===== config.mk =====
export PLATFORM = sky130hd
export DESIGN_NAME = ccc_apb_cfg_master
export DESIGN_NICKNAME = d
export VERILOG_FILES = /design/src/rtl/ccc_cfg_pkg.sv /design/src/rtl/ccc_sync2.sv /design/src/rtl/ccc_apb_cfg_master.sv
export SDC_FILE = /design/constraint.sdc
export NUM_CORES = 1
export LEC_CHECK = 0
export CORE_MARGIN = 3
export CORE_UTILIZATION = 26
export DETAILED_ROUTE_END_ITERATION = 8
export SYNTH_ARGS = -nofsm -noshare
export SYNTH_HDL_FRONTEND = slang
export SYNTH_SLANG_ARGS = --single-unit

===== constraint.sdc =====
create_clock -name i_pclk -period 6.31 [get_ports i_pclk]
set_clock_uncertainty 0.2 [all_clocks]
set_input_delay 1.262 -clock i_pclk [delete_from_list [all_inputs] [get_ports i_pclk]]
set_output_delay 1.262 -clock i_pclk [all_outputs]
set_load 0.03 [all_outputs]

===== src/rtl/ccc_cfg_pkg.sv =====
// Shared types and constants for the CCC APB configuration master.
package ccc_cfg_pkg;

  localparam int ADDR_W           = 6;
  localparam int DATA_W           = 8;
  localparam int BUSY_TIMEOUT_DEF = 256;
  localparam int LOCK_TIMEOUT_DEF = 4096;

  typedef enum logic [2:0] {
    ST_IDLE,
    ST_WAIT_BUSY,
    ST_SETUP,
    ST_ACCESS,
    ST_WAIT_LOCK,
    ST_RESP
  } state_t;

endpackage


===== src/rtl/ccc_sync2.sv =====
// Two-flop synchronizer for a single asynchronous level, cleared on reset.
module ccc_sync2 (
  input  logic i_clk,
  input  logic i_rst,
  input  logic i_d,
  output logic o_q
);

  logic r_meta;
  logic r_q;

  always_ff @(posedge i_clk or posedge i_rst) begin
    if (i_rst) begin
      r_meta <= 1'b0;
      r_q    <= 1'b0;
    end else begin
      r_meta <= i_d;
      r_q    <= r_meta;
    end
  end

  assign o_q = r_q;

endmodule


===== src/rtl/ccc_apb_cfg_master.sv =====
// Single-command APB initiator for the CCC config port: waits for BUSY low,
// issues one SETUP/ACCESS pair, optionally waits for PLL re-lock, then pulses a response.
module ccc_apb_cfg_master
  import ccc_cfg_pkg::*;
#(
  parameter int BUSY_TIMEOUT = BUSY_TIMEOUT_DEF,
  parameter int LOCK_TIMEOUT = LOCK_TIMEOUT_DEF
) (
  input  logic              i_pclk,
  input  logic              i_reset,
  input  logic              i_cmd_valid,
  output logic              o_cmd_ready,
  input  logic              i_cmd_write,
  input  logic              i_cmd_lockwait,
  input  logic [ADDR_W-1:0] i_cmd_addr,
  input  logic [DATA_W-1:0] i_cmd_wdata,
  output logic              o_rsp_valid,
  output logic [DATA_W-1:0] o_rsp_rdata,
  output logic              o_rsp_err,
  output logic              o_psel,
  output logic              o_penable,
  output logic              o_pwrite,
  output logic [ADDR_W-1:0] o_paddr,
  output logic [DATA_W-1:0] o_pwdata,
  input  logic [DATA_W-1:0] i_prdata,
  input  logic              i_busy,
  input  logic              i_lock,
  output logic              o_cfg_locked,
  input  logic              i_clr_lock_lost,
  output logic              o_lock_lost
);

  localparam int TMAX    = (BUSY_TIMEOUT > LOCK_TIMEOUT) ? BUSY_TIMEOUT : LOCK_TIMEOUT;
  localparam int CNT_W   = $clog2(TMAX);
  localparam logic [CNT_W-1:0] CNT_SAT   = CNT_W'(TMAX - 1);
  localparam logic [CNT_W-1:0] BUSY_LAST = CNT_W'(BUSY_TIMEOUT - 1);
  localparam logic [CNT_W-1:0] LOCK_LAST = CNT_W'(LOCK_TIMEOUT - 1);

  state_t            r_state;
  state_t            w_next;
  logic [CNT_W-1:0]  r_cnt;
  logic              r_write;
  logic              r_lockwait;
  logic [ADDR_W-1:0] r_addr;
  logic [DATA_W-1:0] r_wdata;
  logic              r_pwrite;
  logic [ADDR_W-1:0] r_paddr;
  logic [DATA_W-1:0] r_pwdata;
  logic [DATA_W-1:0] r_rdata;
  logic              r_err;
  logic              r_locked_d;
  logic              r_lock_lost;
  logic              w_cfg_locked;
  logic              w_set_err;
  logic              w_lock_fall;

  ccc_sync2 u_lock_sync (
    .i_clk (i_pclk),
    .i_rst (i_reset),
    .i_d   (i_lock),
    .o_q   (w_cfg_locked)
  );

  always_ff @(posedge i_pclk or posedge i_reset) begin
    if (i_reset) r_state <= ST_IDLE;
    else         r_state <= w_next;
  end

  // APB strobes are decoded from state so a reset drops them without waiting for a clock.
  always_comb begin
    w_next      = r_state;
    w_set_err   = 1'b0;
    o_cmd_ready = 1'b0;
    o_psel      = 1'b0;
    o_penable   = 1'b0;
    o_rsp_valid = 1'b0;
    case (r_state)
      ST_IDLE: begin
        o_cmd_ready = !i_reset;
        if (i_cmd_valid) w_next = ST_WAIT_BUSY;
      end
      ST_WAIT_BUSY: begin
        if (!i_busy) begin
          w_next = ST_SETUP;
        end else if (r_cnt == BUSY_LAST) begin
          w_next    = ST_RESP;
          w_set_err = 1'b1;
        end
      end
      ST_SETUP: begin
        o_psel = 1'b1;
        w_next = ST_ACCESS;
      end
      ST_ACCESS: begin
        o_psel    = 1'b1;
        o_penable = 1'b1;
        w_next    = (r_write && r_lockwait) ? ST_WAIT_LOCK : ST_RESP;
      end
      ST_WAIT_LOCK: begin
        if (w_cfg_locked) begin
          w_next = ST_RESP;
        end else if (r_cnt == LOCK_LAST) begin
          w_next    = ST_RESP;
          w_set_err = 1'b1;
        end
      end
      ST_RESP: begin
        o_rsp_valid = 1'b1;
        w_next      = ST_IDLE;
      end
      default: w_next = ST_IDLE;
    endcase
  end

  // Counts cycles spent in the current state; restarts on any state change.
  always_ff @(posedge i_pclk or posedge i_reset) begin
    if (i_reset)                 r_cnt <= '0;
    else if (w_next != r_state)  r_cnt <= '0;
    else if (r_cnt != CNT_SAT)   r_cnt <= r_cnt + 1'b1;
  end

  always_ff @(posedge i_pclk or posedge i_reset) begin
    if (i_reset) begin
      r_write    <= 1'b0;
      r_lockwait <= 1'b0;
      r_addr     <= '0;
      r_wdata    <= '0;
      r_pwrite   <= 1'b0;
      r_paddr    <= '0;
      r_pwdata   <= '0;
      r_rdata    <= '0;
      r_err      <= 1'b0;
    end else begin
      if (r_state == ST_IDLE && i_cmd_valid) begin
        r_write    <= i_cmd_write;
        r_lockwait <= i_cmd_lockwait;
        r_addr     <= i_cmd_addr;
        r_wdata    <= i_cmd_wdata;
        r_rdata    <= '0;
        r_err      <= 1'b0;
      end
      if (r_state == ST_WAIT_BUSY && w_next == ST_SETUP) begin
        r_pwrite <= r_write;
        r_paddr  <= r_addr;
        r_pwdata <= r_wdata;
      end
      if (r_state == ST_ACCESS && !r_write) r_rdata <= i_prdata;
      if (w_set_err) r_err <= 1'b1;
    end
  end

  // A lock drop during WAIT_LOCK is the expected consequence of the write, not a loss.
  assign w_lock_fall = r_locked_d && !w_cfg_locked && (r_state != ST_WAIT_LOCK);

  always_ff @(posedge i_pclk or posedge i_reset) begin
    if (i_reset) begin
      r_locked_d  <= 1'b0;
      r_lock_lost <= 1'b0;
    end else begin
      r_locked_d <= w_cfg_locked;
      if (w_lock_fall)          r_lock_lost <= 1'b1;
      else if (i_clr_lock_lost) r_lock_lost <= 1'b0;
    end
  end

  assign o_pwrite     = r_pwrite;
  assign o_paddr      = r_paddr;
  assign o_pwdata     = r_pwdata;
  assign o_rsp_rdata  = r_rdata;
  assign o_rsp_err    = r_err;
  assign o_cfg_locked = w_cfg_locked;
  assign o_lock_lost  = r_lock_lost;

endmodule


Fig. 1: M2 wires
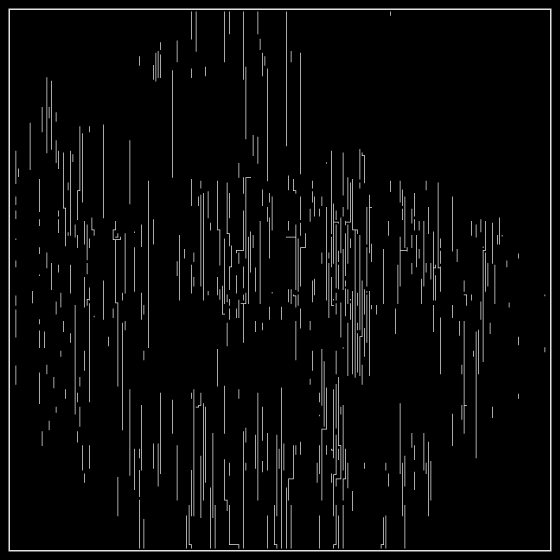
The layer carries 2530 microns of wire. The layer holds 45% of the routed length. The wires run mostly vertical. The longest straight run is 32.3 microns. 256 nets have wire on it.

Fig. 2: metal 3
Scale bar: 20 microns. Cells faint in the background.
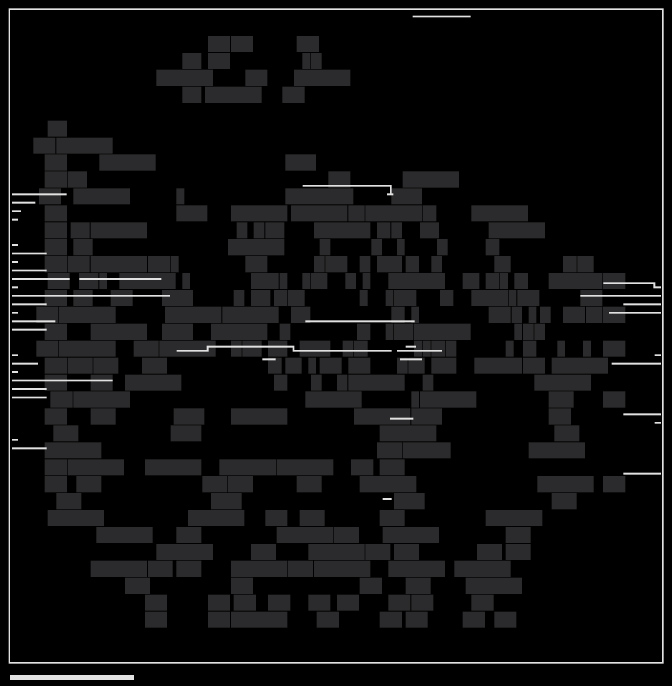
The layer holds 5.0% of the routed length. The longest straight run is 25.1 microns.

Fig. 3: sequential cells grouped by signal name
Scale bar: 20 microns. Other sequential cells in the stronger grey, the rest of the logic in the fainter grey.
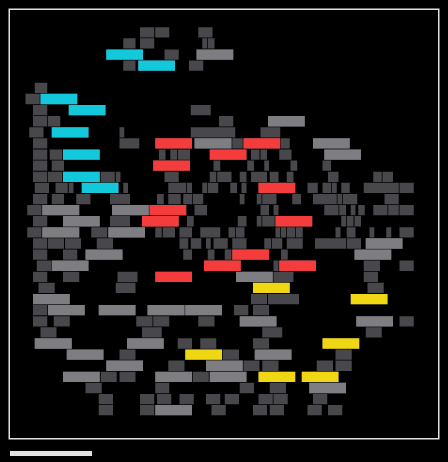
Cyan stands for o_rsp_rdata, sequential cells 8, where upper left. Yellow stands for r_addr, sequential cells 6. Red stands for r_cnt, sequential cells 12, where centre.
Another 33 sequential cells are not coloured.

==> Slide: Implementation Results <==
Implementation Results

Synth
  – Post-synthesis area per instance: 12.9 sq um
  – Chip Area, Yosys: 2530 sq um
  – Top-count cell post-synth: dfrtp_1
  – Post-synth mux share: 15.4%
  – Mapped cell area: 2530 sq um
  – Cell taking the most area after synthesis: dfrtp_1
  – Commonest flop: dfrtp_1
  – Register share after synthesis: 58.2%
  – Post-synth EDFFs: 0
  – Top cell area share: 58.2%
  – Basic Gates by Area: 13.0%
  – Synth Area in Adders: 0.494%
  – Top logic family: multiplexers
  – Yosys Instances: 196
  – Most instantiated cells after synthesis: 59 x dfrtp_1, 30 x mux2_2, 12 x nor3_1
  – Cell Type Count: 45
  – Top cells by area, synth: dfrtp_1 58%, mux2_2 13%, a22o_1 2.8%, nor3_1 2.4%, nor4_1 1.7%
  – And-or/or-and share of the synthesized area: 8.74%
  – Post-Synthesis Cells: 196
  – Yosys xor share: 1.04%
  – Synthesized registers: 59
  – Async set-reset flop share out of synthesis: 100%
  – Ys Warns: 0
  – Post-synth net total: 227

Global route
  – Total gr overflow: 0
  – Vias in the first global route: 1905
  – Grt met1 use: 15.3%
  – Global-route wire length before repair: 9950 microns
  – GRT Max-Usage Layer: met2
  – Gr usage total: 11.5%
  – Largest net degree at the start of global routing: 60
  – Met2 usage: 17.0%
  – Initial antenna violation count: 0
  – Met3 Resource Use GR: 3.27%

STA
  – Final setup vio count: 0
  – Final worst path period need: 4.11 ns
  – RSZ-0062 raised after global routing: no
  – Final hold viol count: 0
  – Slew Viols, Final: 0
  – Setup TNS: 0 ns
  – Max_slew headroom: 28.5%
  – Peak Freq: 0.243 GHz
  – Least-Margin Pin Slew: 1.06 ns
  – Fin crit share: 65.1%

Clock network
  – CTS tree: yes
  – Clk_lat worst skew: 0.33 ns
  – Root Buffer: clkbuf_8
  – CTS H-tree depth: 3
  – Deepest clock path buffer count: 2
  – CTS Sinks: 59
  – CTS clk-pin slew, worst paths: 0.06 ns
  – Num CTS Buffers: 9
  – CTS resizes: 0
  – Post-CTS setup buffer count: 0
  – Post-CTS Hold Buffers: 0

Setup path
  – Crit path largest cell delay: 0.72 ns
  – Worst setup SP type: input pin
  – R2R depth: 5
  – RR Startpoint: r_cnt[0]
  – Worst endpoint data arrival time: 2.65 ns
  – CP Cell Sequence: clkdlybuf4s50_1 > nor4_1 > clkdlybuf4s50_1
  – Reg-to-reg setup timing slack: 3.66 ns
  – FF-to-FF End: r_cnt[5]
  – Required @ worst endpoint: 4.85 ns
  – Setup crit end kind: primary output
  – Crit-path max FO: 2
  – Worst Setup Path Type: in2out
  – Crit path launch: i_reset

Detailed routing
  – DR pass1 iterations: 4
  – Post-Route WL: 5640 microns
  – Residual DRC count: 0
  – Vias per Instance: 4.61
  – Initial drt markers: 63
  – DR WL/cell: 14.4 microns
  – Via count: 1809
  – Routed Antenna Nets: 0

Min path
  – Worst hold path stage count: 0
  – Hold_sp: u_lock_sync.r_meta
  – Worst hold path type: reg2reg
  – Hold Path End: u_lock_sync.o_q

Placed design
  – Number of port buffers: 59
  – Post-placement cell count: 377
  – Hpwl dp: 3850 microns

Finish
  – Layout cell share with drive strength beyond 1: 19.4%
  – Top cells excl fill/tap: 59 x clkdlybuf4s50_1, 59 x dfrtp_1, 30 x mux2_2
  – Fin nets: 290
  – Fin cells: 392
  – Antenna cells: 0
  – Area delta synth->final: 36.3%
  – # fillers: 957

Pwr
  – Leakage: 1.42 nW
  – Worst-case vdd ir drop: 0.190 mV

Run
  – Max-cap violations: 0
  – Count of tool warnings: 26

Floorplan
  – FP Core Util: 27.0%
  – DIE WIDTH: 105 microns
  – IO Pins: 60
  – Row cnt: 35
  – Die area: 11000 sq um
  – Die span in y: 105 microns
  – Core area: 9370 sq um

Outcome
  – Outcome: finished clean
[per-stage QoR]
step,total power [mW],area [sq um],setup slack (ns),util [%],hold slack [ns]
floorplan,1.07,2530,2.68,-,0.131
global placement,1.32,3260,2.28,34.8,0.134
detailed placement,1.33,3260,2.18,34.8,0.148
CTS,1.68,3460,2.17,36.9,0.161
global route,1.77,3460,2.10,36.9,0.180
finish,1.65,3460,2.20,36.9,0.161
[sequential cells by signal (all words and copies together), names as in the netlist]
signal	flops
r_state	3
o_pwrite	1
r_addr	6
r_lockwait	1
o_lock_lost	1
r_write	1
o_pwdata	8
r_cnt	12
u_lock_sync.r_meta	1
o_rsp_rdata	8
o_paddr	6
o_rsp_err	1
u_lock_sync.o_q	1
r_locked_d	1
r_wdata	8
[final cells by class]
type | count | area (sq um) | area share, %
sequential | 59 | 1480 | 42.7
multi-input combinational | 120 | 988 | 28.6
timing repair buffer | 61 | 606 | 17.5
tap | 129 | 161 | 4.67
clock buffer | 13 | 159 | 4.60
clock inverter | 2 | 35.0 | 1.01
inverter | 8 | 30.0 | 0.869
[metal layers]
layer | part of all wire (%) | routed length (microns) | up-vias
met5 | 0 | 0 | -
met4 | 1.7 | 97 | 0
met3 | 5.0 | 281 | 6
met2 | 45 | 2530 | 50
met1 | 48 | 2730 | 898
li1 | - | - | 855
[where the power goes]
group,switching (mW),internal (mW)
Clock,0.139,0.201
Sequential,0.105,0.524
Combinational,0.355,0.327
[worst max-delay path, delay by kind of cell]
family        cells  cell delay (ns)
buf+inv           2             1.17
simple gates      1             0.21
[worst max path at each step]
stage,to
2_1_floorplan,o_cmd_ready
3_3_place_gp,o_cmd_ready
3_5_place_dp,o_cmd_ready
4_1_cts,o_cmd_ready
5_1_grt,o_cmd_ready
6_report,o_cmd_ready
Power figures rest on the tool's default switching activity, not on a simulated workload.
